$ cat src/rtl/fifo_wr_arbiter_pkg.sv
// fifo_wr_arbiter_pkg: shared definitions for the FIFO write-port arbiter.
//   arb_state_t : FSM state encoding (ST_IDLE / ST_GRANT)
//   STATS_W     : width of one per-requester accepted-word counter
//   CNT_W       : width of the burst counter (covers MAX_BURST up to 15)
//   cnt_inc     : saturating-free increment helper for the burst counter
package fifo_wr_arbiter_pkg;

  typedef enum logic {
    ST_IDLE  = 1'b0,
    ST_GRANT = 1'b1
  } arb_state_t;

  localparam int STATS_W = 16;
  localparam int CNT_W   = 4;

  function automatic logic [CNT_W-1:0] cnt_inc(input logic [CNT_W-1:0] c);
    return c + 4'd1;
  endfunction

endpackage

$ cat src/rtl/fifo_wr_arbiter_if.sv
// fifo_wr_arbiter_if: producer-side and FIFO-write-side signals of the arbiter.
//   Req/Req_data : per-producer request (doubles as valid) and flattened data
//   Gnt          : one-hot grant back to producers
//   Wfull        : FIFO full flag; Winc/Wrdata : FIFO write strobe and data
//   Owner/Busy   : current/last owner index and GRANT indication
//   Stats_cnt    : per-producer accepted-word counters (zero when disabled)
// modport master : the arbiter; modport slave : producers + FIFO environment.
interface fifo_wr_arbiter_if
  import fifo_wr_arbiter_pkg::*;
#(
  parameter int N_REQ      = 4,
  parameter int Data_width = 8,
  parameter int ID_W       = 2
);
  logic [N_REQ-1:0]            Req;
  logic [N_REQ*Data_width-1:0] Req_data;
  logic                        Wfull;
  logic [N_REQ-1:0]            Gnt;
  logic                        Winc;
  logic [Data_width-1:0]       Wrdata;
  logic [ID_W-1:0]             Owner;
  logic                        Busy;
  logic [N_REQ*STATS_W-1:0]    Stats_cnt;

  modport master (
    input  Req, Req_data, Wfull,
    output Gnt, Winc, Wrdata, Owner, Busy, Stats_cnt
  );

  modport slave (
    output Req, Req_data, Wfull,
    input  Gnt, Winc, Wrdata, Owner, Busy, Stats_cnt
  );
endinterface

$ cat src/rtl/fifo_wr_arbiter_rr_picker.sv
// fifo_wr_arbiter_rr_picker: combinational rotate-priority encoder.
//   req   : request vector
//   last  : index of the previous winner; search starts at last+1
//   found : some request is set
//   idx   : first requester found scanning last+1, last+2, ... modulo N_REQ
module fifo_wr_arbiter_rr_picker #(
  parameter int N_REQ = 4,
  parameter int ID_W  = 2
) (
  input  logic [N_REQ-1:0] req,
  input  logic [ID_W-1:0]  last,
  output logic             found,
  output logic [ID_W-1:0]  idx
);

  // Scan offsets 1..N_REQ from last; the first hit wins, offset N_REQ is last itself.
  always_comb begin
    int              cand_i;
    logic [ID_W-1:0] cand_s;
    found  = 1'b0;
    idx    = {ID_W{1'b0}};
    cand_i = 0;
    cand_s = {ID_W{1'b0}};
    for (int i = 1; i <= N_REQ; i++) begin
      cand_i = (int'(last) + i) % N_REQ;
      cand_s = cand_i[ID_W-1:0];
      if (!found && req[cand_s]) begin
        found = 1'b1;
        idx   = cand_s;
      end else begin
        found = found;
      end
    end
  end

endmodule

$ cat src/rtl/fifo_wr_arbiter.sv
// fifo_wr_arbiter: round-robin arbiter sharing the async FIFO write port
// between N_REQ producers in the write-clock domain.
//   Clk : write-domain clock (same as FIFO Wclk)
//   Rst : asynchronous active-low reset
//   bus : fifo_wr_arbiter_if.master (Req, Req_data, Wfull in;
//         Gnt, Winc, Wrdata, Owner, Busy, Stats_cnt out)
// A grant lasts until MAX_BURST words are accepted or the owner drops Req.
// Wfull stalls the burst without releasing the grant.
// Optional macro ARB_STATS_EN: enables 16-bit wrapping per-requester counters
// of accepted words; without it Stats_cnt is constant zero.
module fifo_wr_arbiter
  import fifo_wr_arbiter_pkg::*;
#(
  parameter int N_REQ      = 4,
  parameter int Data_width = 8,
  parameter int MAX_BURST  = 4,
  parameter int ID_W       = 2
) (
  input logic               Clk,
  input logic               Rst,
  fifo_wr_arbiter_if.master bus
);

  arb_state_t       state_r;
  logic [N_REQ-1:0] gnt_r;
  logic             busy_r;
  logic [ID_W-1:0]  owner_r;
  logic [ID_W-1:0]  last_r;
  logic [CNT_W-1:0] count_r;

  logic             pick_found_s;
  logic [ID_W-1:0]  pick_idx_s;
  logic             acc_s;
  logic             last_word_s;

  fifo_wr_arbiter_rr_picker #(
    .N_REQ (N_REQ),
    .ID_W  (ID_W)
  ) u_picker (
    .req   (bus.Req),
    .last  (last_r),
    .found (pick_found_s),
    .idx   (pick_idx_s)
  );

  // A word is taken whenever the owner has valid data and the FIFO has room.
  assign acc_s       = (state_r == ST_GRANT) & bus.Req[owner_r] & ~bus.Wfull;
  assign last_word_s = (cnt_inc(count_r) == CNT_W'(MAX_BURST));

  // Arbitration FSM with registered grant, owner, busy and burst count.
  always_ff @(posedge Clk or negedge Rst) begin
    if (!Rst) begin
      state_r <= ST_IDLE;
      gnt_r   <= {N_REQ{1'b0}};
      busy_r  <= 1'b0;
      owner_r <= {ID_W{1'b0}};
      last_r  <= ID_W'(N_REQ - 1);
      count_r <= {CNT_W{1'b0}};
    end else begin
      case (state_r)
        ST_IDLE: begin
          if (pick_found_s && !bus.Wfull) begin
            gnt_r   <= {{(N_REQ-1){1'b0}}, 1'b1} << pick_idx_s;
            owner_r <= pick_idx_s;
            last_r  <= pick_idx_s;
            busy_r  <= 1'b1;
            count_r <= {CNT_W{1'b0}};
            state_r <= ST_GRANT;
          end else begin
            state_r <= ST_IDLE;
          end
        end
        ST_GRANT: begin
          // Dropping Req ends the burst at once; no word is written that cycle.
          if (!bus.Req[owner_r] || (acc_s && last_word_s)) begin
            gnt_r   <= {N_REQ{1'b0}};
            busy_r  <= 1'b0;
            count_r <= {CNT_W{1'b0}};
            state_r <= ST_IDLE;
          end else if (acc_s) begin
            count_r <= cnt_inc(count_r);
          end else begin
            count_r <= count_r;
          end
        end
        default: begin
          gnt_r   <= {N_REQ{1'b0}};
          busy_r  <= 1'b0;
          count_r <= {CNT_W{1'b0}};
          state_r <= ST_IDLE;
        end
      endcase
    end
  end

  // Write data follows the owner's slice while granted, zero otherwise.
  always_comb begin
    if (state_r == ST_GRANT) begin
      bus.Wrdata = bus.Req_data[owner_r*Data_width +: Data_width];
    end else begin
      bus.Wrdata = {Data_width{1'b0}};
    end
  end

  assign bus.Winc  = acc_s;
  assign bus.Gnt   = gnt_r;
  assign bus.Busy  = busy_r;
  assign bus.Owner = owner_r;

`ifdef ARB_STATS_EN
  logic [N_REQ-1:0][STATS_W-1:0] stats_r;

  // Per-requester accepted-word counters; wrap naturally at 16'hFFFF.
  always_ff @(posedge Clk or negedge Rst) begin
    if (!Rst) begin
      stats_r <= {(N_REQ*STATS_W){1'b0}};
    end else if (acc_s) begin
      stats_r[owner_r] <= stats_r[owner_r] + 16'd1;
    end else begin
      stats_r <= stats_r;
    end
  end

  assign bus.Stats_cnt = stats_r;
`else
  assign bus.Stats_cnt = {(N_REQ*STATS_W){1'b0}};
`endif

endmodule

$ cat src/flat_wrapper.sv
// flat-port wrapper written by rule: the top's interface ports become plain ports
module fifo_wr_arbiter_flat import fifo_wr_arbiter_pkg::*;
#(
  parameter int N_REQ      = 4,
  parameter int Data_width = 8,
  parameter int MAX_BURST  = 4,
  parameter int ID_W       = 2
)
  (Clk, Rst, bus_Req, bus_Req_data, bus_Wfull, bus_Gnt, bus_Winc, bus_Wrdata, bus_Owner, bus_Busy, bus_Stats_cnt);
  fifo_wr_arbiter_if #(.N_REQ(N_REQ), .Data_width(Data_width), .ID_W(ID_W)) bus_i ();
  input logic Clk;
  input logic Rst;
  input wire logic [$bits(bus_i.Req)-1:0] bus_Req;
  input wire logic [$bits(bus_i.Req_data)-1:0] bus_Req_data;
  input wire logic [$bits(bus_i.Wfull)-1:0] bus_Wfull;
  output wire logic [$bits(bus_i.Gnt)-1:0] bus_Gnt;
  output wire logic [$bits(bus_i.Winc)-1:0] bus_Winc;
  output wire logic [$bits(bus_i.Wrdata)-1:0] bus_Wrdata;
  output wire logic [$bits(bus_i.Owner)-1:0] bus_Owner;
  output wire logic [$bits(bus_i.Busy)-1:0] bus_Busy;
  output wire logic [$bits(bus_i.Stats_cnt)-1:0] bus_Stats_cnt;
  assign bus_i.Req = bus_Req;
  assign bus_i.Req_data = bus_Req_data;
  assign bus_i.Wfull = bus_Wfull;
  assign bus_Gnt = bus_i.Gnt;
  assign bus_Winc = bus_i.Winc;
  assign bus_Wrdata = bus_i.Wrdata;
  assign bus_Owner = bus_i.Owner;
  assign bus_Busy = bus_i.Busy;
  assign bus_Stats_cnt = bus_i.Stats_cnt;
  fifo_wr_arbiter #(.N_REQ(N_REQ), .Data_width(Data_width), .MAX_BURST(MAX_BURST), .ID_W(ID_W)) u_core (.Clk(Clk), .Rst(Rst), .bus(bus_i));
endmodule
$ cat config.mk
export PLATFORM = sky130hd
export DESIGN_NAME = fifo_wr_arbiter_flat
export DESIGN_NICKNAME = d
export VERILOG_FILES = /design/src/rtl/fifo_wr_arbiter_pkg.sv /design/src/rtl/fifo_wr_arbiter_if.sv /design/src/rtl/fifo_wr_arbiter_rr_picker.sv /design/src/rtl/fifo_wr_arbiter.sv /design/src/flat_wrapper.sv
export SDC_FILE = /design/constraint.sdc
export NUM_CORES = 1
export LEC_CHECK = 0
export ABC_CLOCK_PERIOD_IN_PS = 2100
export CAP_MARGIN = 0
export CORE_MARGIN = 5
export CORE_UTILIZATION = 33
export CTS_CLUSTER_DIAMETER = 30
export DETAILED_ROUTE_END_ITERATION = 7
export GPL_ROUTABILITY_DRIVEN = 0
export PLACE_DENSITY = 0.81
export SETUP_SLACK_MARGIN = 0.05
export SLEW_MARGIN = 20
export SYNTH_ARGS = -nofsm -noshare
export SYNTH_HDL_FRONTEND = slang
export SYNTH_SLANG_ARGS = --single-unit
export TNS_END_PERCENT = 30
$ cat constraint.sdc
create_clock -name Clk -period 2.1 [get_ports Clk]
set_clock_uncertainty 0.05 [all_clocks]
set_input_delay 0.63 -clock Clk [delete_from_list [all_inputs] [get_ports Clk]]
set_output_delay 0.63 -clock Clk [all_outputs]
set_load 0.05 [all_outputs]
**Signal wires on met1**

Drawn at 4 px/um.
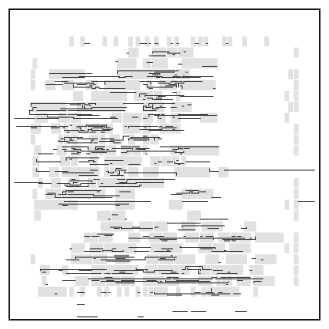
nets with wire on the layer: 204
longest straight run: 29.0 um
wire length on this layer: 1,450 um
share of all routed wire: 38%
main direction: horizontal
final wirelength: 3830 um
routed vias: 1,175
M1 GR Usage: 14.8%

**Met2 routing**

Drawn at 6 px/um.
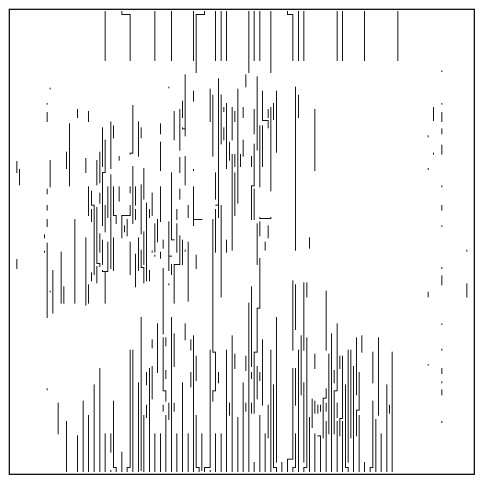
nets with wire on the layer: 254
share of all routed wire: 55%
wire length on this layer: 2,110 um
met2 Resource Use GR: 22.0%

==> results.sh <==
# implementation run metrics
export IMPL_r2r_setup_slack_ns=0.27
export IMPL_r2r_cells=7
export IMPL_max_freq_ghz=0.440
export IMPL_slew_headroom_pct=66.7
export IMPL_yosys_warnings=0
export IMPL_syn_inst=154
export IMPL_worstSetupPathType="reg2out"
export IMPL_hold_viol=0
export IMPL_async_flop_share_pct=100
export IMPL_powerClk_mw=0.270
export IMPL_fin_hold_ws_ns=0.445
export IMPL_rsz0062_at_grt="true"
export IMPL_totalPowerFinal_mw=2.94
export IMPL_instances_no_fill=282
export IMPL_fp_util_pct=34.0
export IMPL_fin_nets=271
export IMPL_endpoint="bus_Wrdata[3]"
export IMPL_worstSetupStartpointType="flip-flop"
export IMPL_path_depth=4
export IMPL_wl_met2_um=2110
export IMPL_synth_most_common_cell="buf_4"
export IMPL_p_int_mw=1.48
export IMPL_drt_pass1_iterations=4
export IMPL_min_path_cells=1
export IMPL_pg_comb_mw=2.15
export IMPL_status="complete, but fails checks"
export IMPL_violations="negative setup slack"
export IMPL_dp_cells=277
export IMPL_grt_max_degree=16
export IMPL_hpwl_um=3190
export IMPL_yosys_stat_area_sq_um=1490
export IMPL_p_seq_mw=0.518
export IMPL_worst_path_dominant_cell_family="multiplexers"
export IMPL_worstHoldStart="u_core.bus.Gnt[3]"
export IMPL_whs_endpoint="u_core.bus.Gnt[3]"
export IMPL_avgSynthCellArea_sq_um=9.69
export IMPL_ant_nets=0
export IMPL_cp_required_ns=1.42
export IMPL_power_leader="combinational logic"
export IMPL_top_logic_kind="buffers and inverters"
export IMPL_dieArea_sq_um=5970
export IMPL_fin_ws_ns=-0.172
export IMPL_syn_to_final_growth_pct=40.2
export IMPL_h_tree_depth=1
export IMPL_insertion_delay_ns=0.25
export IMPL_numCtsBuffers=3
export IMPL_pwr_share_seq_pct=17.6
export IMPL_synthTopCellsByCount="buf_4, dfrtp_1, and2_1, mux4_1, nand2_1"
export IMPL_peakVddDrop_mv=0.686
export IMPL_clockRootBuffer="clkbuf_8"
export IMPL_rows=24
export IMPL_tightest_slew_ns=0.500
export IMPL_clock_sinks=14
export IMPL_post_route_period_util_pct=108
export IMPL_crit_chain="buf_12 > mux4_2 > and2_4 > buf_8"
export IMPL_p_leak_nw=1.03
export IMPL_grt_pass1_vias=1064
export IMPL_highest_layer="met4"
export IMPL_cap_viol_max_count=0
export IMPL_setup_viol=9
export IMPL_synthFlopType="dfrtp_1"
export IMPL_postLayoutCoreUtil_pct=47.7
export IMPL_comb_power_share_pct=73.2
export IMPL_post_drt_via_cell_ratio=4.17
export IMPL_p_clk_share_pct=9.2
export IMPL_dr_first_iter_drc_count=26
export IMPL_largest_area_cell="buf_4"
export IMPL_coreArea_sq_um=4380
export IMPL_worstPathArrival_ns=1.59
export IMPL_wl_met1_um=1450
export IMPL_drv_slew=0
export IMPL_grt_pass1_wl_um=5730
export IMPL_ctsResizeCount=109
export IMPL_p_per_area_nw_per_um2=1400
export IMPL_xor_share_pct=0
export IMPL_drc=0
export IMPL_fin_crit_ns=2.27
export IMPL_aoi_share_pct=10.6
export IMPL_critPathMaxFanout=10
export IMPL_layout_top_cells="conb_1, clkdlybuf4s15_1, buf_4, dfrtp_1, mux4_2"
export IMPL_clock_path_buffers=2
export IMPL_antenna_found_initial=0
**The metal 3 layer**

Drawn at 4 px/um.
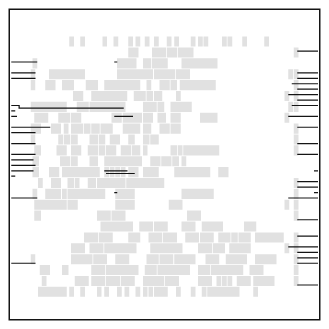
longest straight run: 26.0 um
nets with wire on the layer: 43
main direction: horizontal
share of all routed wire: 6.3%
wire length on this layer: 241 um
grt met3 use: 1.87%

**Pin map**

Drawn at 6 px/um. Pins as bars across the die edge, other pins in grey.
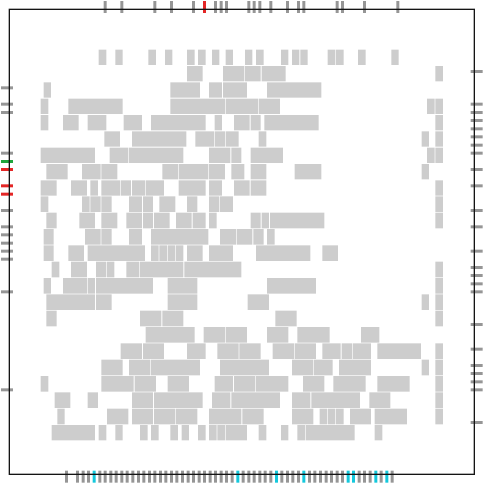
[bus_Wrdata] cyan | pins: 8 | direction: output | edge: bottom
[bus_Gnt] red | pins: 4 | direction: output | edge: 3 left, 1 top
[Rst] green | pins: 1 | direction: input | edge: left
all pins by edge: 59 bottom, 24 right, 20 top, 16 left
Die Y: 77.3 um
IO Port Bufs: 54
DIE WIDTH: 77.3 um

==> cell type report <==
type                            count  area, sq um  share of cell area [%]
Timing Repair Buffer               76          741                    35.4
Tap cell                           52         65.1                    3.11
Inverter                            2         7.51                   0.359
Clock buffer                        4         55.1                    2.63
Sequential cell                    14          355                    17.0
Multi-Input combinational cell    134          868                    41.5
==> kinds of logic after synthesis <==
family / Yosys count
flip-flops: 14
multiplexers: 10
AND-OR/OR-AND: 22
AND/OR/NAND/NOR: 37
adder cells (fa/ha/maj): 1
other: 1
buffers and inverters: 69
==> per-layer routing <==
layer | GRT usage (%) | up-vias
li1 | - | 556
met4 | 2.58 | 0
met2 | 22.0 | 47
met3 | 1.87 | 3
met1 | 14.8 | 569
met5 | 0 | -
